--- config.mk ---
export PLATFORM = sky130hd
export DESIGN_NAME = axi_wr_router
export DESIGN_NICKNAME = d
export VERILOG_FILES = /design/src/rtl/axi_ic_defines.sv /design/src/rtl/axi_wr_addr_decoder.sv /design/src/rtl/axi_wr_router.sv
export SDC_FILE = /design/constraint.sdc
export NUM_CORES = 1
export LEC_CHECK = 0
export CAP_MARGIN = 10
export CORE_UTILIZATION = 27
export DETAILED_ROUTE_END_ITERATION = 12
export GPL_TIMING_DRIVEN = 0
export PLACE_DENSITY = 0.9
export SLEW_MARGIN = 0
export SYNTH_ARGS = -nofsm -noshare
export SYNTH_HDL_FRONTEND = slang
export SYNTH_SLANG_ARGS = --single-unit
--- constraint.sdc ---
create_clock -name ACLK -period 3.2 [get_ports ACLK]
set_input_delay 0.48 -clock ACLK [delete_from_list [all_inputs] [get_ports ACLK]]
set_output_delay 0.48 -clock ACLK [all_outputs]
set_load 0.01 [all_outputs]
--- src/rtl/axi_ic_defines.sv ---
// Shared definitions for the 1-master / 2-slave AXI interconnect.
// Holds the write-router state encoding and the AXI response codes.
package axi_ic_defines;

    // Write-path router states. ST_IDLE must stay at encoding 0 so that the
    // debug state output reads 0 out of reset along with every other output.
    typedef enum logic [2:0] {
        ST_IDLE     = 3'd0,
        ST_ADDR     = 3'd1,
        ST_DATA     = 3'd2,
        ST_RESP     = 3'd3,
        ST_ERR_DATA = 3'd4,
        ST_ERR_RESP = 3'd5
    } wr_state_e;

    localparam logic [1:0] RESP_OKAY   = 2'b00;
    localparam logic [1:0] RESP_SLVERR = 2'b10;
    localparam logic [1:0] RESP_DECERR = 2'b11;

endpackage

--- src/rtl/axi_wr_addr_decoder.sv ---
// Combinational address decoder for the 1x2 interconnect.
// Ports:
//   addr : address to decode
//   sel  : 0 = slave 0 (below S1_BASE), 1 = slave 1 window
//   err  : address lies above S1_LIMIT (no slave owns it)
// Shared by the write router and the read router.
module axi_wr_addr_decoder #(
    parameter int                    ADDR_WIDTH = 32,
    parameter logic [ADDR_WIDTH-1:0] S1_BASE    = 'h0000_8000,
    parameter logic [ADDR_WIDTH-1:0] S1_LIMIT   = 'h0000_FFFF
) (
    input  logic [ADDR_WIDTH-1:0] addr,
    output logic                  sel,
    output logic                  err
);

    // Slave 0 owns everything below S1_BASE; anything at or above S1_BASE is
    // slave 1 unless it runs past S1_LIMIT.
    assign sel = (addr >= S1_BASE);
    assign err = sel && (addr > S1_LIMIT);

endmodule

--- src/rtl/axi_wr_router.sv ---
// Write-path control stage for the 1-master / 2-slave AXI interconnect.
// Decodes AWADDR once per transaction, registers the slave select, and
// sequences AW -> W -> B handshakes to the selected slave. Out-of-range
// writes are absorbed locally and answered with DECERR.
// Handshake rule on every channel: a transfer happens on a rising ACLK edge
// where both valid and ready are 1; valid/ready of the selected slave are
// passed straight through, the unselected slave sees 0 on all its controls.
// Ports:
//   ACLK, ARESET          : clock, async active-high reset
//   M_AW*/M_W*/M_B*       : master-side AW, W, B channel controls
//   S0_*/S1_*             : slave-side AW, W, B channel controls
//   wr_select             : registered demux select for AW/W payload steering
//   dbg_state             : current FSM state (wr_state_e encoding)
module axi_wr_router
    import axi_ic_defines::*;
#(
    parameter int                    ADDR_WIDTH = 32,
    parameter logic [ADDR_WIDTH-1:0] S1_BASE    = 'h0000_8000,
    parameter logic [ADDR_WIDTH-1:0] S1_LIMIT   = 'h0000_FFFF
) (
    input  logic                  ACLK,
    input  logic                  ARESET,
    input  logic [ADDR_WIDTH-1:0] M_AWADDR,
    input  logic                  M_AWVALID,
    output logic                  M_AWREADY,
    input  logic                  M_WVALID,
    input  logic                  M_WLAST,
    output logic                  M_WREADY,
    output logic                  M_BVALID,
    input  logic                  M_BREADY,
    output logic [1:0]            M_BRESP,
    output logic                  S0_AWVALID,
    output logic                  S1_AWVALID,
    input  logic                  S0_AWREADY,
    input  logic                  S1_AWREADY,
    output logic                  S0_WVALID,
    output logic                  S1_WVALID,
    input  logic                  S0_WREADY,
    input  logic                  S1_WREADY,
    input  logic                  S0_BVALID,
    input  logic                  S1_BVALID,
    output logic                  S0_BREADY,
    output logic                  S1_BREADY,
    input  logic [1:0]            S0_BRESP,
    input  logic [1:0]            S1_BRESP,
    output logic                  wr_select,
    output logic [2:0]            dbg_state
);

    wr_state_e state_q, state_d;
    logic      sel_q, sel_d;
    logic      dec_sel, dec_err;

    // Selected-slave views of the inputs, so the FSM reads one set of names.
    logic       aw_ready_sel, w_ready_sel, b_valid_sel;
    logic [1:0] b_resp_sel;

    axi_wr_addr_decoder #(
        .ADDR_WIDTH (ADDR_WIDTH),
        .S1_BASE    (S1_BASE),
        .S1_LIMIT   (S1_LIMIT)
    ) u_dec (
        .addr (M_AWADDR),
        .sel  (dec_sel),
        .err  (dec_err)
    );

    assign aw_ready_sel = sel_q ? S1_AWREADY : S0_AWREADY;
    assign w_ready_sel  = sel_q ? S1_WREADY  : S0_WREADY;
    assign b_valid_sel  = sel_q ? S1_BVALID  : S0_BVALID;
    assign b_resp_sel   = sel_q ? S1_BRESP   : S0_BRESP;

    always_ff @(posedge ACLK or posedge ARESET) begin
        if (ARESET) begin
            state_q <= ST_IDLE;
            sel_q   <= 1'b0;
        end else begin
            state_q <= state_d;
            sel_q   <= sel_d;
        end
    end

    always_comb begin
        state_d    = state_q;
        sel_d      = sel_q;
        M_AWREADY  = 1'b0;
        M_WREADY   = 1'b0;
        M_BVALID   = 1'b0;
        M_BRESP    = RESP_OKAY;
        S0_AWVALID = 1'b0;
        S1_AWVALID = 1'b0;
        S0_WVALID  = 1'b0;
        S1_WVALID  = 1'b0;
        S0_BREADY  = 1'b0;
        S1_BREADY  = 1'b0;

        unique case (state_q)
            ST_IDLE: begin
                // The error-path accept is the only IDLE output; it is held
                // off while reset is asserted so every output reads 0 then.
                if (M_AWVALID && !ARESET) begin
                    if (dec_err) begin
                        // wr_select keeps its old value on a decode error.
                        M_AWREADY = 1'b1;
                        state_d   = ST_ERR_DATA;
                    end else begin
                        sel_d   = dec_sel;
                        state_d = ST_ADDR;
                    end
                end
            end
            ST_ADDR: begin
                // A dropped M_AWVALID just stalls here; no abort.
                S0_AWVALID = M_AWVALID && !sel_q;
                S1_AWVALID = M_AWVALID &&  sel_q;
                M_AWREADY  = aw_ready_sel;
                if (M_AWVALID && aw_ready_sel) state_d = ST_DATA;
            end
            ST_DATA: begin
                S0_WVALID = M_WVALID && !sel_q;
                S1_WVALID = M_WVALID &&  sel_q;
                M_WREADY  = w_ready_sel;
                if (M_WVALID && w_ready_sel && M_WLAST) state_d = ST_RESP;
            end
            ST_RESP: begin
                M_BVALID  = b_valid_sel;
                M_BRESP   = b_resp_sel;
                S0_BREADY = M_BREADY && !sel_q;
                S1_BREADY = M_BREADY &&  sel_q;
                if (b_valid_sel && M_BREADY) state_d = ST_IDLE;
            end
            ST_ERR_DATA: begin
                // Sink the burst locally; no slave is involved.
                M_WREADY = 1'b1;
                if (M_WVALID && M_WLAST) state_d = ST_ERR_RESP;
            end
            ST_ERR_RESP: begin
                M_BVALID = 1'b1;
                M_BRESP  = RESP_DECERR;
                if (M_BREADY) state_d = ST_IDLE;
            end
            default: state_d = ST_IDLE;
        endcase
    end

    assign wr_select = sel_q;
    assign dbg_state = state_q;

endmodule
==> run_1/util_map.png <==
The die is cut into 9 by 9 equal tiles; white is low, dark blue is high, 0 to 100% covered.
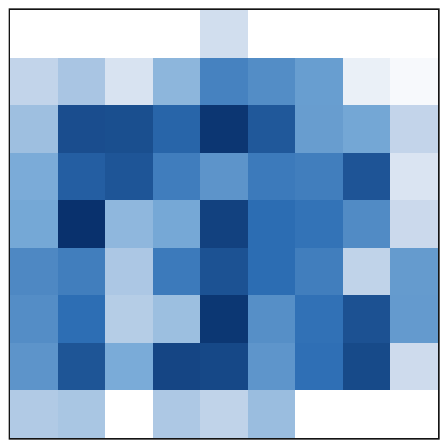
The fullest tile reaches 99%. The mean over all tiles is 50%. The densest ninth of the die: centre.
Core Footprint: 1590 um2
Layout Utilization: 0.632
starting utilization of the core area: 0.304

==> run_1/m1.png <==
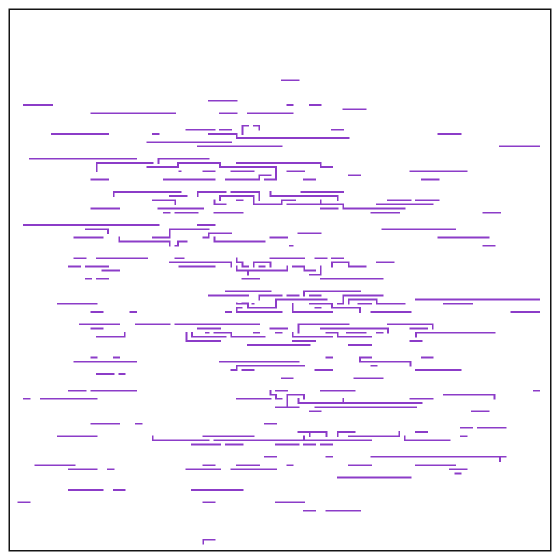
The layer holds 41% of the routed length. The layer carries 637 um of wire. The longest straight run is 12.9 um. The wires run mostly horizontal.
met1 GRT Util: 0.210
wire length reported by the detailed router: 1570 um
vias after detailed routing: 701

==> run_1/placed.png <==
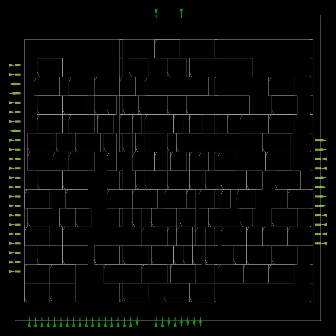
registers: 4
standard-cell row count: 14

==> run notes, run 1 <==
Results of the flow run.

The run finished with clean final reports. The flip-flop count of the largest register after layout stands at 3. The CTS H-tree depth stands at 1. Setup total negative slack on the finished layout was measured at 0 ns.

The worst max-slew margin expressed relative to the limit stands at 0.725. For this run, the detailed router reports a per-instance via density of 5.04. Once detailed placement completed, the half-perimeter wirelength came to ~1300 um.

The routability congestion estimate from global placement stands at around 0.74. Measured on the final layout, buffering overhead outside the clock network stands at 0.487. In the finished layout, the clock tree contains a buffer count of 3.

Between the synthesized netlist and the finished layout, the area growth was recorded as 108%. Counting flops with a built-in enable in the synthesized netlist gives 0. The worst setup path is of the in2out kind. The share of total power in the clock network stands at 0.120.

The delay contributed by the slowest stage of the critical path stands at 0.49 ns. The antenna cell count stands at 0. Clock tree synthesis found a total of 4 sinks. On the reported timing paths, the clock transition at the registers reads about 0.04 ns. For this run the top cell type by instance count after synthesis was nand2_1. The total of endpoints with negative setup slack in the final report stands at 0. The data required time reported for the critical path is ~2.7 ns.

Non-clock inverters in the final layout number 4. The final number of max-transition violations stands at 0. Looking at the clock tree report, the root buffer type is clkbuf_4. The die is about 44 um wide.

The wire length of the first global-routing pass stands at between 2000 and 3000 um. The complex-gate fraction of the synthesized area stands at 0.222. The violation tally recorded at the end of detailed-routing iteration 0 is 8.

In the final layout, excluding clock buffers the buffer count is approximately 50. The slew at the pin closest to its max-slew limit stands at just over 0.4 ns. Of all flip-flops after synthesis, the portion carrying an async set or reset was 1.00.

Combinational power for this build is about 0.00036 W. Of the total synthesized cell area, the portion taken by AND, OR, NAND and NOR gates is 0.359. Of the post-synthesis cell area, the dominant cell type holds 0.207. The count of cells along the worst register-to-register path stands at 5. The OpenROAD warning count stands at 41. Yosys stat counts 65 cells in the synthesized netlist. The adder and majority gate portion of the synthesized area stands at 0.

STA on the placed design reports a worst setup slack of between 0.6 and 0.7 ns. The met3 demand-to-capacity share in global routing stands at 0.0245. The mean area per synthesized cell stands at between 7 and 8 um2.

The multi-input gate count stands at roughly 54. Clock tree synthesis inserted a total of 3 buffers. Entering global routing, the biggest net connects 11 pins. TritonCTS built the clock tree. Among cell families on the critical path, the largest total delay comes from buffers and inverters. The number of ports placed on the die boundary stands at ~63. The sequential portion of the cell area stands at 0.0994. Among the non-sequential cells, simple AND/OR/NAND/NOR gates take the most area. The cell depth of the worst setup path stands at 5. The critical path goes through clkdlybuf4s50_1 -> nor4_1 -> and4_1 -> o22ai_1 -> clkdlybuf4s50_1. The number of gates resized after cts stands at 0. The Yosys step of the flow raised 0 warnings. In this run the critical register-to-register path is captured at dbg_state[0]. The sum of routed wire segments on met1 stands at approximately 640 um. Of the total power, registers draw 0.181. Per the detail_route report, DRC violations left total 0.

Per the STA report, the cell with the highest stage delay on the worst path is clkdlybuf4s50_1. The design internal power stands at between 0.0003 and 0.0004 W. The critical path buffer and inverter count stands at 2. The total power after layout stands at 0.000508 W.

The overall routing resource usage stands at 0.178. The flip-flop and latch power stands at between 0.00009 and 0.0001 W. In the layout the commonest cells are clkdlybuf4s50_1 (47), nand2_1 (7), nor2_1 (6). Counting distinct cell types in the post-synthesis netlist gives 32. The multi-input combinational cell area stands at between 300 and 400 um2.

The fraction of power consumed by combinational cells stands at 0.699. Among all flip-flop cells after synthesis, the most frequent one is dfrtp_1. The most critical setup path has its endpoint at M_AWREADY. The routed length per instance stands at between 10 and 15 um. STA classifies the critical path endpoint as an output pin. After detailed routing, no signal wire sits above met3. Of all cell types, the one taking the most synthesized area is dfrtp_1. The tap cell count stands at 24. The final worst hold slack stands at 0.520 ns.

In this run, post-CTS hold repair placed 0 buffers. In the power breakdown, the biggest contributor is combinational logic. The mapped cell area stands at 484 um2. In this run the worst path has a maximum fanout of 4. The iteration count recorded for the first detailed-route pass is 4.

The fraction of cell area in multi-input combinational cells is reported as 0.347. Per Yosys stat, the portion of area used by sequential elements is 0.207. At the worst endpoint, the arrival time is around 2.0 ns. Max-cap violations in this run came to 0. The switching power summed over all nets stands at roughly 0.0002 W. Tracing the worst setup path back leads to its startpoint at M_AWADDR[31]. STA classifies the critical path startpoint as a primary input. The synthesis report lists the most area-consuming cells as dfrtp_1 (21%), mux2i_1 (6.2%), nand2_1 (5.4%), nor4_1 (5.2%), mux2_2 (4.7%). The multiplexer share of the synthesized area stands at 0.140.

Per the CTS log, the buffer count on the longest clock path is 2. By instance count, the cell type seen most on the critical path is clkdlybuf4s50_1. The fmax stands at roughly 0.4 GHz. The height of the die stands at 44.4 um. In the final layout, the share of cells above drive strength 1 is 0.0696. Looking at the reg2reg group, the worst path starts from wr_select. Synthesis handed over a netlist of approximately 65 instances. The sequential cell area stands at 100 um2. The worst VDD IR drop from the latest analysis is 0.248 mV. The met2 usage stands at 0.329. The tightest min-delay check is of the in2async type.

The smallest clock period supported by the final layout is computed as ~2.5 ns. The overflow left after global routing stands at 0. The finished layout holds 139 standard cells, fillers aside. Looking at the post-CTS report, the setup buffer insertion count equals 0. The number of antenna violations at the first check in global routing stands at 0. Setup repair after global routing left no endpoint under its margin. Post-route period utilization is reported as 0.787. By instance count after routing, the leading logic cell type is clkdlybuf4s50_1. The cell leakage power stands at roughly 0.38 nW. For the completed layout, the total cell area is recorded as a little over 1000 um2.

The placement report lists the number of port buffers as 47. For reference, the top cells by count after synthesis are nand2_1 (7), nor2_1 (6). Clock skew on the completed layout was measured at just over 0.004 ns. The number of nets in the layout stands at around 170. After detailed routing, the met2 layer carries roughly 810 um of wire.
==> inputs of run 2 (changes only) <==
Settings changed: CORE_UTILIZATION 27 to 25, PLACE_DENSITY 0.9 to 0.85.
Clock period 3.2 ns to 2.51 ns, I/O delays scaled along.
==> run_2/m1.png <==
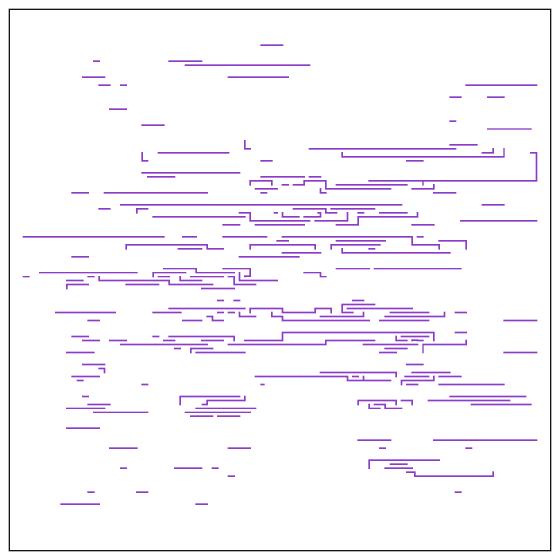
118 nets have wire on it. The layer carries 682 um of wire. The longest straight run is 23.9 um. The layer holds 42% of the routed length. The wires run mostly horizontal.
met1 GRT Util: 0.192
vias after detailed routing: 692

==> run_2/gates.png <==
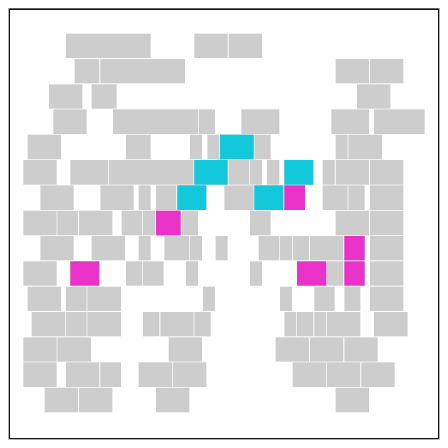
Cyan shows non-inverting ao/oa cells, cells 5. Magenta shows and/or cells, cells 6.
Final Non-Filler Cells: 140
share of the final layout cell area in multi-input gates: 0.346
most frequent standard cell in the layout excluding fill and tap cells: clkdlybuf4s50_1

==> run 2 against run 1 <==
  * Total power rose by 26%
  * Synthesized cell count did not move
  * Synthesized area did not move
  * Via count fell by 1.3%
  * Sequential power rose by 26%
  * Sequential share of layout area barely moved
  * Worst hold slack got worse by 0.099 ns
  * Clock skew fell by 0.0017 ns
  * Critical endpoint unchanged
  * Largest cell class unchanged
==> run notes, run 2 <==
Results of the flow run.

The flow ran to the end, and the final reports show no timing, DRC or antenna violations. The adder and majority gate portion of the synthesized area came to 0 (unchanged). The data-path buffer share of cell area in the final layout came to 0.486 (-0.000604). In the layout the commonest cells are clkdlybuf4s50_1 (47), nand2_1 (7), nor2_1 (6). The number of non-clock buffers came to 50 (unchanged). The count of cells along the worst register-to-register path stands at 5 (unchanged). The antenna cell count stands at 0 (unchanged). The design internal power stands at 0.000392 W (+27%). The largest net degree at the start of global routing stands at 11 (unchanged).

The share of total power in the clock network is 0.114 (-0.006). The utilization of the core after routing was 0.572 (-0.0602). The sequential portion of the cell area came to 0.0993 (-0.000123).

The tap cell count stands at 25 (+4.2%). The worst max-slew margin expressed relative to the limit stands at 0.744 (+0.0195). STA classifies the critical path endpoint as an output pin. The final clock skew stands at 0.00248 ns (-0.00168 ns). The placed wire-length estimate stands at 1380 um (+2.9%).

The sequential cell area stands at 100 um2 (unchanged). The multiplexer share of the synthesized area stands at 0.140 (unchanged). For reference, the top logic cell family by area is simple AND/OR/NAND/NOR gates. The number of buffers between clock root and the deepest sink stands at 2 (unchanged). The number of rows created at floorplan stands at 15 (+1). The capture point of the worst register-to-register path is recorded as dbg_state[0]. The placement-stage worst setup slack stands at 0.195 ns (-0.485 ns).

The final number of max-transition violations stands at 0 (unchanged). Ranked by power, first place goes to combinational logic. The routability congestion estimate from global placement stands at 0.762 (+3.5%). The overall routing resource usage came to 0.165 (-0.0134). The number of maximum-capacitance constraint violations stands at 0 (unchanged). In this run the top signal layer used is met3. The number of input and output port buffers inserted came to 47 (unchanged). For reference, the critical path cell chain is clkbuf_1 -> nand2_1 -> o22ai_1 -> clkdlybuf4s50_1.

The sum of routed wire segments on met1 stands at 681 um (+6.9%). The combinational power stands at 0.000451 W (+27%). For this run, the top clock speed supported by timing is 0.432 GHz. The maximum fanout along the worst path stands at 10 (+6). After synthesis, the cell types taking the most area are dfrtp_1 (21%), mux2i_1 (6.2%), nand2_1 (5.4%), nor4_1 (5.2%), mux2_2 (4.7%).

The final sum of negative setup slack stands at 0 ns (unchanged). The post-route cell area was 1010 um2 (+0.12%). The routed length per instance came to 11.5 um (+1.4%).

The fraction of the mapped netlist area in simple logic gates stands at 0.359 (unchanged). The synthesis stats list as the most numerous cell nand2_1. The total of endpoints with negative setup slack in the final report stands at 0 (unchanged). The flip-flop count of the largest register after layout stands at 3 (unchanged).

The flip-flop and latch power came to 0.000116 W (+26%). The die span in x stands at 46.0 um (+3.7%). The launch point of the worst register-to-register path is recorded as wr_select.

The worst setup path is launched from a flop. The height of the die stands at 46.0 um (+3.7%). According to the hold report, the worst path is of the in2async type.

The number of clock sinks seen by CTS came to 4 (unchanged). Between the synthesized netlist and the finished layout, the area growth was recorded as 108%. The biggest area contributor in the post-synthesis netlist is dfrtp_1.

The number of antenna violations at the first check in global routing came to 0 (unchanged). The data required time of the worst path came to 2.13 ns (-0.59 ns). The fraction of power consumed by combinational cells is 0.704 (+0.005). The number of distinct library cell variants in the gate-level netlist after synthesis stands at 32 (unchanged). The number of enable-type register cells in the synthesized netlist stands at 0 (unchanged).

The peak supply drop stands at 0.375 mV (+51%). The count of inverters not on the clock network in the layout stands at 4 (unchanged).
No activity file was given, so power comes from the tool's default toggle rates.
